`config.mk`:
```
export PLATFORM = sky130hd
export DESIGN_NAME = sync_debounce_bank
export DESIGN_NICKNAME = d
export VERILOG_FILES = /design/src/rtl/sync_debounce_pkg.sv /design/src/rtl/sync_debounce_channel.sv /design/src/rtl/sync_debounce_bank.sv
export SDC_FILE = /design/constraint.sdc
export NUM_CORES = 1
export LEC_CHECK = 0
export CORE_MARGIN = 5
export CORE_UTILIZATION = 35
export DETAILED_ROUTE_END_ITERATION = 6
export PLACE_DENSITY = 0.57
export SLEW_MARGIN = 20
export SYNTH_ARGS = -nofsm -noshare
export SYNTH_HDL_FRONTEND = slang
export SYNTH_SLANG_ARGS = --single-unit
```
`constraint.sdc`:
```
create_clock -name clk -period 2.15 [get_ports clk]
set_input_delay 0.5375 -clock clk [delete_from_list [all_inputs] [get_ports clk]]
set_output_delay 0.5375 -clock clk [all_outputs]
set_load 0.02 [all_outputs]
```
`src/rtl/sync_debounce_pkg.sv`:
```
// Shared limits, counter sizing and event encoding for the synchroniser/debounce bank.
package sync_debounce_pkg;

  localparam int SYNC_STAGES_MIN = 2;
  localparam int SYNC_STAGES_MAX = 8;

  typedef enum logic [1:0] {
    EV_NONE,
    EV_RISE,
    EV_FALL,
    EV_GLITCH
  } sync_event_t;

  // One spare bit so the terminal count FILTER_CYCLES-1 always fits.
  function automatic int filter_cnt_width(int cycles);
    return $clog2(cycles) + 1;
  endfunction

endpackage

```
`src/rtl/sync_debounce_channel.sv`:
```
// One channel: async-input flop chain, stability counter and registered events.
// Event registers exist only when SYNC_DEBOUNCE_EVENTS_EN is defined.
module sync_debounce_channel
  import sync_debounce_pkg::*;
#(
  parameter int   STAGES        = 3,
  parameter int   FILTER_CYCLES = 16,
  parameter logic INIT          = 1'b0
) (
  input  logic clk,
  input  logic rst_n,
  input  logic din,
  output logic dout,
  output logic rise,
  output logic fall,
  output logic glitch
);

  localparam int               CNT_W    = filter_cnt_width(FILTER_CYCLES);
  localparam logic [CNT_W-1:0] CNT_LAST = CNT_W'(FILTER_CYCLES - 1);

  (* ASYNC_REG = "TRUE" *) logic [STAGES-1:0] chain_p0;
  logic             sy;
  logic [CNT_W-1:0] cnt_p1;
  logic             differ;
  logic             accept;
  logic             reject;

  // Stage p0: synchroniser chain, bit 0 samples the raw input.
  always_ff @(posedge clk or negedge rst_n) begin
    if (!rst_n) begin
      chain_p0 <= {STAGES{INIT}};
    end else begin
      chain_p0 <= {chain_p0[STAGES-2:0], din};
    end
  end

  assign sy     = chain_p0[STAGES-1];
  assign differ = (sy != dout);
  assign accept = differ && (cnt_p1 == CNT_LAST);
  assign reject = !differ && (cnt_p1 != '0);

  // Stage p1: debounce counter and accepted level.
  always_ff @(posedge clk or negedge rst_n) begin
    if (!rst_n) begin
      dout   <= INIT;
      cnt_p1 <= '0;
    end else if (accept) begin
      dout   <= sy;
      cnt_p1 <= '0;
    end else if (differ) begin
      cnt_p1 <= cnt_p1 + 1'b1;
    end else begin
      cnt_p1 <= '0;
    end
  end

`ifdef SYNC_DEBOUNCE_EVENTS_EN
  sync_event_t ev_nxt;
  sync_event_t ev_p1;

  always_comb begin
    ev_nxt = EV_NONE;
    if (accept) begin
      ev_nxt = sy ? EV_RISE : EV_FALL;
    end else if (reject) begin
      ev_nxt = EV_GLITCH;
    end
  end

  // Stage p1: one event per channel per cycle, encoded so they are mutually exclusive.
  always_ff @(posedge clk or negedge rst_n) begin
    if (!rst_n) begin
      ev_p1 <= EV_NONE;
    end else begin
      ev_p1 <= ev_nxt;
    end
  end

  assign rise   = (ev_p1 == EV_RISE);
  assign fall   = (ev_p1 == EV_FALL);
  assign glitch = (ev_p1 == EV_GLITCH);
`else
  assign rise   = 1'b0;
  assign fall   = 1'b0;
  assign glitch = 1'b0;
`endif

endmodule

```
`src/rtl/sync_debounce_bank.sv`:
```
// WIDTH-channel synchroniser + debounce bank; per-channel logic lives in sync_debounce_channel.
// Optional rise/fall/glitch events are built only with SYNC_DEBOUNCE_EVENTS_EN defined.
module sync_debounce_bank
  import sync_debounce_pkg::*;
#(
  parameter int               WIDTH         = 8,
  parameter int               STAGES        = 3,
  parameter int               FILTER_CYCLES = 16,
  parameter logic [WIDTH-1:0] INIT          = '0
) (
  input  logic             clk,
  input  logic             rst_n,
  input  logic [WIDTH-1:0] din,
  output logic [WIDTH-1:0] dout,
  output logic [WIDTH-1:0] rise,
  output logic [WIDTH-1:0] fall,
  output logic [WIDTH-1:0] glitch
);

  if (STAGES < SYNC_STAGES_MIN || STAGES > SYNC_STAGES_MAX) begin : g_bad_stages
    $error("sync_debounce_bank: STAGES=%0d outside %0d..%0d",
           STAGES, SYNC_STAGES_MIN, SYNC_STAGES_MAX);
  end

  if (FILTER_CYCLES < 1) begin : g_bad_filter
    $error("sync_debounce_bank: FILTER_CYCLES must be at least 1");
  end

  for (genvar i = 0; i < WIDTH; i++) begin : g_ch
    sync_debounce_channel #(
      .STAGES        (STAGES),
      .FILTER_CYCLES (FILTER_CYCLES),
      .INIT          (INIT[i])
    ) u_ch (
      .clk    (clk),
      .rst_n  (rst_n),
      .din    (din[i]),
      .dout   (dout[i]),
      .rise   (rise[i]),
      .fall   (fall[i]),
      .glitch (glitch[i])
    );
  end

endmodule

```
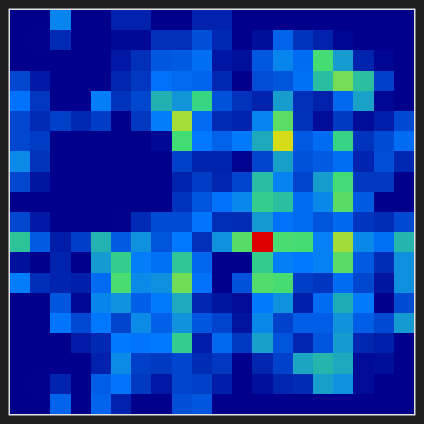
**Above:** routed metal per tile.
Drawn at 4 px/um. 20 x 20 tiles, from dark blue (low) to red (high), scaled to the fullest tile. Values are wire area over tile area, all layers added.
emptiest ninth of the die	upper left
densest ninth of the die	middle right
tiles over half the peak	4.5%
mean over tiles	0.057
DR WL/cell: 10.0 um
via count: 1441
Total GRT Usage: 8.40%

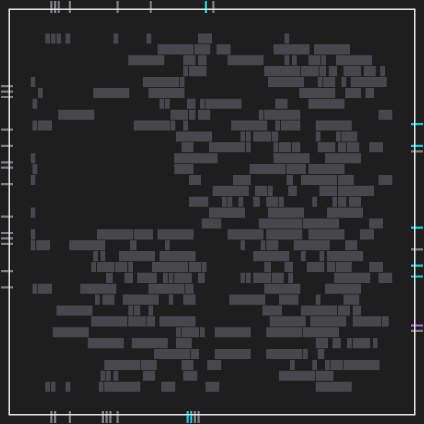
**Above:** ports around the boundary.
Drawn at 4 px/um. Pins as bars across the die edge, other pins in grey.
colour	port	pins	direction	edge
purple	rst_n	1	input	right
cyan	dout	8	output	5 right, 2 bottom, 1 top
Die X: 101 um
Die Height: 101 um
Buffers on Ports: 17

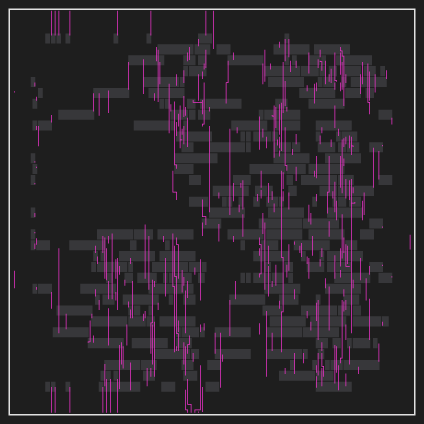
**Above:** metal 2.
Drawn at 4 px/um.
nets with wire on the layer	225
share of all routed wire	45%
longest straight run	38.4 um
wire length on this layer	1640 um
main direction	vertical
met2 Resource Use GR: 12.9%
Post-Route WL: 3.64 mm

==> results.cfg <==
; flow metrics
[global_routing]
grt_pass1_wl_mm = 6.69
grt_pass1_vias = 1522
grt.overflow.total = 0
grt_start_max_net_pins = 73
antenna_found_initial = 0

[logic_synthesis]
yosysCellCount = 233
synth_cell_type_count = 12
synthCells = 233
ys.flops = 72
area_leaders = dfrtp_1 62%, buf_4 8.3%, ha_1 6.9%
ys_seq_share_pct = 62.2
netlist.area_leader.share_pct = 62.2
ys_area_um2 = 2900
netlist_area_um2 = 2900
yosysWarningCount = 0
avgSynthCellArea_um2 = 12.4
yosysTopAreaCell = dfrtp_1

[timing]
rsz0062_at_grt = no
max_freq_ghz = 0.538
drv_slew = 0
hold_viol = 0
tns_ps = 0
setup_viol = 0
period_used_pct = 86.4
final.setup_skew_ps = 8.88
finalCriticalPeriod_ps = 1860

[routing]
detail_route.first_pass.iterations = 3
drt_iter0_drc = 25
antenna_left = 0
drc_errors = 0
vias_per_cell = 3.97

[worst_setup_path]
required_ps = 1610
arrival_ps = 1320
worstSetupPathType = reg2out
end_kind = output pin
r2r_cells = 5
worst_path_max_delay_cell = clkdlybuf4s50_1
cp_cell_sequence = clkdlybuf4s50_1
cp_top_family = buffers and inverters
critPathMaxStageDelay_ps = 610
crit_cells = 1
worst-path-buf-inv = 1
crit_fanout = 3
critPathLaunchType = register

[clock_network]
clk_path_buf_depth = 2
clk_latency_ps = 330
hold_buffers = 0
cts_tree = yes
cts_sinks = 72
cts_root_buf = clkbuf_8
postCtsSetupBuffers = 0
path_clk_slew_ps = 70
htree_levels = 3
cts_buffers = 9
cts.repair.resized = 0

[layout]
layout_top_cells = 72 x dfrtp_1, 40 x nor2_1, 24 x conb_1
nFillCells = 770
lay_top_count = dfrtp_1
nets = 279
num_antenna_cells = 0
comb_area_um2 = 881
final_layout_size_suffix_gt1_share_pct = 6.59
stdcell_area_um2 = 3270
final_cell_count_no_fill = 363
seqCellArea_um2 = 1800
synthToLayoutAreaGrowth_pct = 12.9

[placed_design]
dpl_cell_area_um2 = 3060
dpl.cell_count = 347
hpwlAfterDp_mm = 2.47
gp_congestion = 0.669

[flow_run]
drv_cap = 0
tool_warnings = 26

[power]
ir_drop_mv = 0.357
power_density_nw_per_um2 = 836
leakage_nw = 1.65

[die]
num_rows = 33
fp_util_pct = 35.6
core_area_um2 = 8130
num_io_pins = 42
die_area_um2 = 10200

[worst_hold_path]
worstHoldPathType = in2async

[run_status]
status = complete, no violations
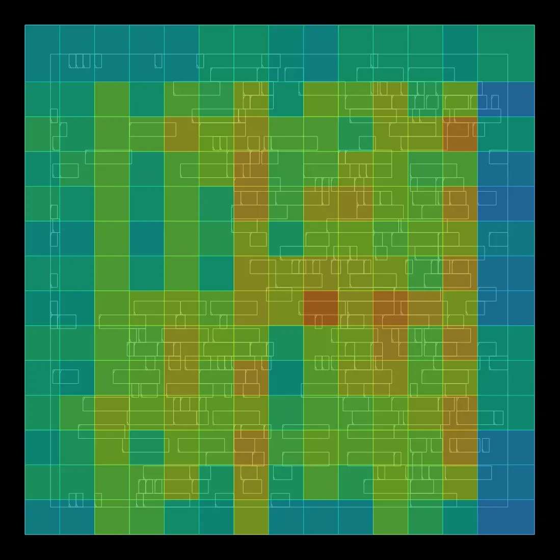
**Above:** routing congestion.
met3 usage: 2.98%
Finished Core Util: 40.2%
GR peak layer: met2
met1 Use GR: 10.4%

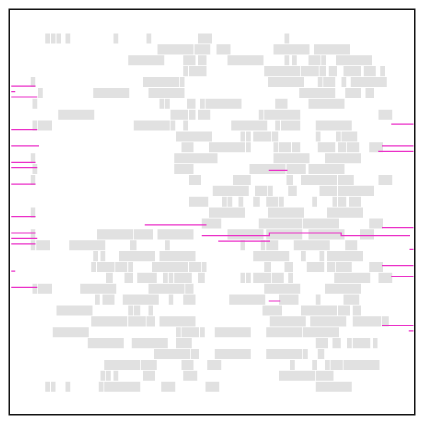
**Above:** M3 wires.
Drawn at 4 px/um.
main direction	horizontal
wire length on this layer	213 um

-- where the power goes --
part           switching (W)  leakage (nW)  internal, W
Combinational       0.000108         0.606    0.0000551
Sequential         0.0000340         0.930      0.00141
Clock               0.000476         0.110     0.000650
Total               0.000618          1.65      0.00212
-- logic make-up after synthesis --
family	share of synthesized area (%)
AND/OR/NAND/NOR	10.0
multiplexers	3.11
adder cells (fa/ha/maj)	6.91
buffers and inverters	10.4
XOR/XNOR	7.26
flip-flops	62.2
other	0.129
-- flip-flops by register name (all words and copies together), names as in the netlist --
signal	count
g_ch.u_ch.chain_p0	24
g_ch.u_ch.cnt_p1	40
g_ch.u_ch.dout	8
-- stage by stage --
step | utilization, % | hold slack [ps] | power, W | setup WS, ps
finish | 40.2 | 234 | 0.00274 | 293
global route | 40.2 | 251 | 0.00287 | 222
CTS | 40.2 | 233 | 0.00279 | 263
detailed placement | 37.6 | 335 | 0.00164 | 633
global placement | 37.6 | 332 | 0.00164 | 651
floorplan | - | 242 | 0.00161 | 788
-- metal layers --
metal / wire length, um / vias to the layer above / GRT usage, %
met4: 56 / 0 / 4.29
met1: 1740 / 692 / 10.4
met5: 0 / - / 0
li1: - / 716 / -
met3: 212 / 5 / 2.98
met2: 1640 / 28 / 12.9
-- final timing paths --
kind / slack [ps] / end / start
min reg2reg: 350 / g_ch[5].u_ch.chain_p0[2] / g_ch[5].u_ch.chain_p0[1]
max: 290 / dout[2] / g_ch[2].u_ch.dout
min: 230 / g_ch[1].u_ch.cnt_p1[3] / rst_n
max reg2reg: 710 / g_ch[0].u_ch.cnt_p1[3] / g_ch[0].u_ch.cnt_p1[0]
max in group asynchronous: 1630 / g_ch[4].u_ch.cnt_p1[1] / rst_n
min in group clk: 350 / g_ch[5].u_ch.chain_p0[2] / g_ch[5].u_ch.chain_p0[1]
-- Yosys cell counts --
cell type / number
nor2_1: 40
dfrtp_1: 72
nand3_1: 8
xor2_1: 16
inv_1: 16
and3_1: 8
ha_1: 16
mux2_1: 8
nand2b_1: 8
conb_1: 1
buf_4: 32
xnor2_1: 8
-- area by class of cell --
type                    instances  share of cell area, %
flip-flops and latches         72                   55.1
repair buffers                 18                   5.66
clock buffers                  10                   3.90
well taps                     105                   4.02
inverters                      16                   1.84
multi-input cells             136                   26.9
clock inverters                 6                   2.56
No activity file was given, so power comes from the tool's default toggle rates.
